closeup.png
The bar under the picture is 20 µm long. Region (80, 123) to (130, 173) µm. Cells in gray, sequential cells in the stronger gray; small squares are vias.
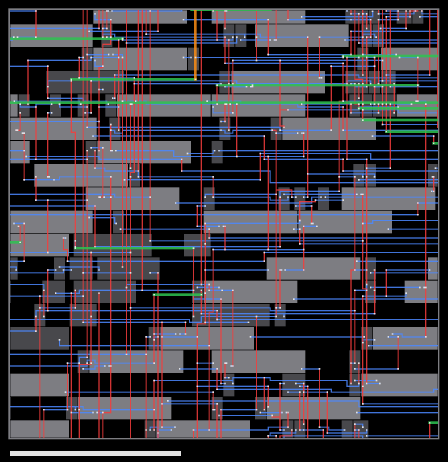
ff_map.png
The bar under the picture is 50 µm long. Other sequential cells in the stronger gray, the rest of the logic in the fainter gray.
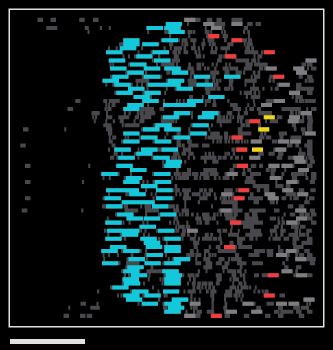
clock_nets.png
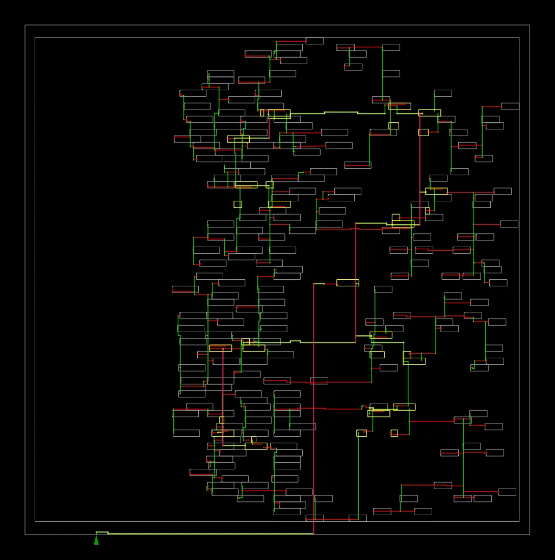
pinout.png
The bar under the picture is 50 µm long. Pins as bars across the die edge, other pins in gray.
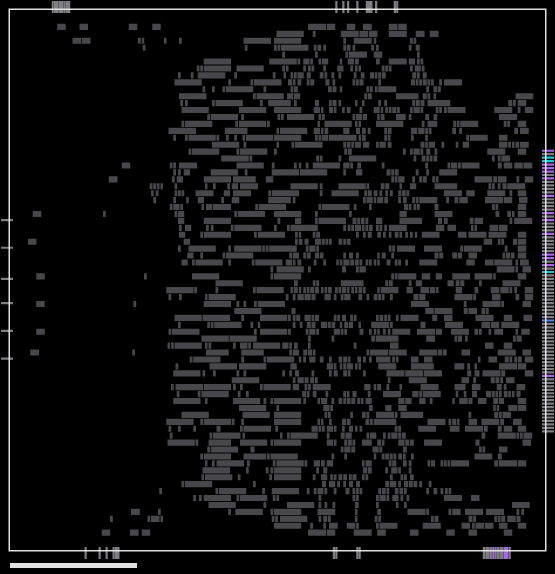
--- src/rtl/lc4_operand_issue.sv ---
// rtl/lc4_operand_issue.sv - LC4 operand-issue stage: register file, source decode, ALU operand register
// Purpose: holds the 8x16 LC4 register file, decodes source registers from the
//   incoming instruction and presents registered insn/pc/operands to lc4_alu
//   behind a valid/ready handshake.
// Ports:
//   clk, rst                   clock, synchronous active-high reset
//   i_valid/o_ready            upstream handshake; i_insn, i_pc from fetch
//   o_valid/i_ready            downstream handshake
//   o_insn, o_pc               registered instruction and PC
//   o_r1data/o_r2data          registered operands
//   o_r1sel/o_r2sel            register indices behind the operands
//   i_wb_we/i_wb_sel/i_wb_data writeback port from the last stage
// Configuration: define LC4_ISSUE_BYPASS_EN to forward same-edge writeback into
//   accepted and held operands.
module lc4_operand_issue #(
  parameter int          NREGS    = 8,
  parameter logic [15:0] RESET_PC = 16'h8200
) (
  input  logic        clk,
  input  logic        rst,
  input  logic        i_valid,
  output logic        o_ready,
  input  logic [15:0] i_insn,
  input  logic [15:0] i_pc,
  output logic        o_valid,
  input  logic        i_ready,
  output logic [15:0] o_insn,
  output logic [15:0] o_pc,
  output logic [15:0] o_r1data,
  output logic [15:0] o_r2data,
  output logic [2:0]  o_r1sel,
  output logic [2:0]  o_r2sel,
  input  logic        i_wb_we,
  input  logic [2:0]  i_wb_sel,
  input  logic [15:0] i_wb_data
);

  // NREGS is fixed at 8 by the ISA; 3-bit selects index the whole file.
  logic [15:0] regs [NREGS];

  logic [2:0]  r1sel_d;
  logic [2:0]  r2sel_d;
  logic [15:0] r1read;
  logic [15:0] r2read;
  logic        accept;
  logic        drain;

  assign o_ready = !o_valid || i_ready;
  assign accept  = i_valid && o_ready;
  assign drain   = o_valid && i_ready;

  // Decode applies to every opcode so unused operand fields still give
  // deterministic register selections.
  always_comb begin
    r1sel_d = i_insn[8:6];
    r2sel_d = i_insn[2:0];
    case (i_insn[15:12])
      4'b0010, 4'b1101: r1sel_d = i_insn[11:9];
      4'b1000:          r1sel_d = 3'd7;
      default:          r1sel_d = i_insn[8:6];
    endcase
    if (i_insn[15:12] == 4'b0111) begin
      r2sel_d = i_insn[11:9];
    end
  end

  always_comb begin
    r1read = regs[r1sel_d];
    r2read = regs[r2sel_d];
`ifdef LC4_ISSUE_BYPASS_EN
    if (i_wb_we && (i_wb_sel == r1sel_d)) begin
      r1read = i_wb_data;
    end
    if (i_wb_we && (i_wb_sel == r2sel_d)) begin
      r2read = i_wb_data;
    end
`endif
  end

  always_ff @(posedge clk) begin
    if (rst) begin
      for (int i = 0; i < NREGS; i++) begin
        regs[i] <= '0;
      end
      o_valid  <= 1'b0;
      o_insn   <= '0;
      o_pc     <= RESET_PC;
      o_r1data <= '0;
      o_r2data <= '0;
      o_r1sel  <= '0;
      o_r2sel  <= '0;
    end else begin
      if (i_wb_we) begin
        regs[i_wb_sel] <= i_wb_data;
      end
      if (accept) begin
        o_valid  <= 1'b1;
        o_insn   <= i_insn;
        o_pc     <= i_pc;
        o_r1sel  <= r1sel_d;
        o_r2sel  <= r2sel_d;
        o_r1data <= r1read;
        o_r2data <= r2read;
      end else if (drain) begin
        // Data registers keep their values; only the valid flag drops.
        o_valid <= 1'b0;
      end else if (o_valid) begin
`ifdef LC4_ISSUE_BYPASS_EN
        // Held operands follow writeback so they always match the register file.
        if (i_wb_we && (i_wb_sel == o_r1sel)) begin
          o_r1data <= i_wb_data;
        end
        if (i_wb_we && (i_wb_sel == o_r2sel)) begin
          o_r2data <= i_wb_data;
        end
`endif
      end
    end
  end

endmodule

--- config.mk ---
export PLATFORM = sky130hd
export DESIGN_NAME = lc4_operand_issue
export DESIGN_NICKNAME = d
export VERILOG_FILES = /design/src/rtl/lc4_operand_issue.sv
export SDC_FILE = /design/constraint.sdc
export NUM_CORES = 1
export LEC_CHECK = 0
export ABC_AREA = 1
export CAP_MARGIN = 40
export CORE_AREA = 4 4 206 208
export DETAILED_ROUTE_END_ITERATION = 12
export DIE_AREA = 0 0 210 212
export HOLD_SLACK_MARGIN = 0.05
export PLACE_DENSITY = 0.46
export SYNTH_ARGS = -nofsm -noshare
export SYNTH_HDL_FRONTEND = slang
export SYNTH_SLANG_ARGS = --single-unit
--- constraint.sdc ---
create_clock -name clk -period 2.5 [get_ports clk]
set_clock_uncertainty 0.15 [all_clocks]
set_input_delay 0.375 -clock clk [delete_from_list [all_inputs] [get_ports clk]]
set_output_delay 0.375 -clock clk [all_outputs]
set_load 0.01 [all_outputs]
==> deck_impl_summary.md <==
Run Summary

Setup path
  • R2r startpoint: o_valid
  • Arr. time, crit path: 1550 ps
  • CP startpoint: i_ready
  • CP Class: primary input to output port
  • CP endpoint kind: output port
  • CP startpoint kind: primary input
  • Max FO, Critical Path: 3

Layout
  • # diodes: 0
  • Synthesis-to-layout area growth: 26.89%
  • Fillers: 4,300

Final timing
  • Minimum clock period: ~2100 ps
  • RSZ-0062 raised after global routing: no
  • Final setup margin: 420.9 ps

Run status
  • Status: complete, no violations

Hold path
  • Worst hold path startpoint: i_pc[15]
  • Hold crit path type: primary input to flip-flop

Clock network
  • Post-CTS setup buffer count: 0
  • # resized after CTS: 0
  • CTS tree: built
  • CTS root buf: clkbuf_16

Job
  • Log Warnings: 26

Routing
  • First-pass DRT Iterations: 7
  • Vias: 8,625
  • DRC Markers: 0

Floorplan
  • Row count: ~74
  • FP Util: 24.81%
  • Die height: 212 µm
  • Die Width: 210 µm

Power and ir drop
  • Pwr dens: 627.9 nW/µm²
  • Comb pwr share: between 10% and 20%
  • Flop pwr share: 48.2%

Place
  • Worst Setup Slack post-DPL: 81.40 ps
  • Hpwl dp: 23,690 µm
  • Placed inst area: 12,220 µm²

Synth
  • Cell variety after synth: 26
  • Ys Warns: 0
  • Avg Cell Area, Syn: around 8 µm²

Global route
  • Vias in the first global route: 8,233
-- closeup.png (at the start) --
Key: M4 = orange; M2 = red; M1 = blue; M3 = green
Most frequent: nor2_1 (32), edfxtp_1 (31), inv_1 (13). 100 logic cells have their middle in the window. Netlist names of flops here include regs (31). Sequential cells in the window: 31.

-- ff_map.png (at the start) --
Key: regs = cyan [flops 128, where a vertical strip down the middle]; o_r1data = red [flops 16]; o_r1sel = yellow [flops 3]
Another 52 sequential cells are not colored.

-- clock_nets.png (at the start) --
worst skew pair latency: 450 ps
clock buf count: 17

-- pinout.png (at the start) --
Key: i_valid = blue [pins 1, direction input, edge right]; o_r2sel = cyan [pins 3, direction output, edge right]; i_pc = purple [pins 16, direction input, edge 13 right, 3 bottom]
All pins by edge: 82 right, 22 bottom, 18 top, 6 left.

## through the flow
step           hold WS, ps  cells
6_report             330.9   1941
5_1_grt              340.2   1941
4_1_cts              305.6   1941
3_5_place_dp         311.1   1910
3_3_place_gp         306.4   1910
2_1_floorplan        294.1   1281
## final timing paths
kind / end / slack, ps / cells past startpoint
worst max-delay path: o_ready / 420 / 4
worst min register to register: o_pc[9] / 330 / 2
worst min-delay path: o_pc[15] / 330 / 3
worst max register to register: o_r2data[2] / 800 / 9
## layout make-up
type,instances,area [µm²],share of cell area [%]
sequential,199,5265,41.23
multi-input combinational,817,3694,28.92
timing repair buffer,176,1902,14.89
inverter,186,698.2,5.467
tap,532,665.6,5.213
clock buffer,17,425.4,3.331
clock inverter,14,120.1,0.9406
## synthesized netlist by cell type
library cell / count / share of area, %
edfxtp_1: 128 / 38
buf_4: 10 / 0.75
buf_1: 1 / 0.037
or2_1: 2 / 0.12
o211ai_1: 66 / 4.9
and2_1: 2 / 0.12
nor2_2: 2 / 0.12
buf_2: 40 / 2.0
o21ai_0: 34 / 1.7
nand2_2: 4 / 0.25
nand4_1: 1 / 0.062
nand3b_1: 10 / 0.75
clkbuf_1: 23 / 0.86
o22ai_2: 1 / 0.12
buf_6: 5 / 0.56
o21ai_2: 1 / 0.087
nand2_1: 327 / 12
inv_2: 3 / 0.11
a21oi_1: 10 / 0.50
dfxtp_1: 71 / 14
nor2_1: 182 / 6.8
nand3_2: 1 / 0.099
o21ai_1: 1 / 0.050
nor2_4: 1 / 0.11
inv_1: 183 / 6.8
nand3_1: 172 / 8.6
## state kept, by name, summed over array words and instances, names as in the netlist
signal	flops
o_r1sel	3
o_pc	16
o_r2data	16
regs	128
o_r2sel	3
o_r1data	16
o_insn	16
o_valid	1
## per-layer routing
metal | global-route usage, % | routed length [µm] | vias up
li1 | - | - | 4341
met1 | 22.88 | 17150 | 4001
met2 | 21.82 | 14010 | 263
met3 | 3.099 | 1892 | 20
met4 | 3.375 | 317 | 0
met5 | 0 | 0 | -
## placed cells by master (no fill, tap or decap), drive strengths merged
master         Yosys  final
a21oi             10     10
and2               2      2
buf               56     49
clkbuf            23     17
clkdlybuf4s50      0    127
clkinv             0      6
clkinvlp           0      2
dfxtp             71     71
edfxtp           128    128
inv              186    192
nand2            331    331
nand3            173    173
nand3b            10     10
nand4              1      1
nor2             185    185
o211ai            66     66
o21ai             36     36
o22ai              1      1
or2                2      2
## cell families (layout without fill, tap and decap cells)
kind of cell    Yosys count  after routing  share of synthesized area, %
compound gates          113            113                         7.373
flops                   199            199                         52.32
simple gates            704            704                         29.18
buf+inv                 265            393                         11.13
## power by group through the flow
stage	combinational [mW]	sequential [mW]	clock [mW]
after CTS	1.54	3.86	2.71
after floorplan	0.810	3.93	0
after global routing	1.70	3.89	2.84
after detailed placement	1.54	3.93	0
after global placement	1.54	3.93	0
final	1.53	3.86	2.63
## worst max-delay path: stages
cell and delay (ps):
clkdlybuf4s50_1 450, inv_1 30, nand2_1 130, clkdlybuf4s50_1 560
Power and IR drop assume default switching activity.
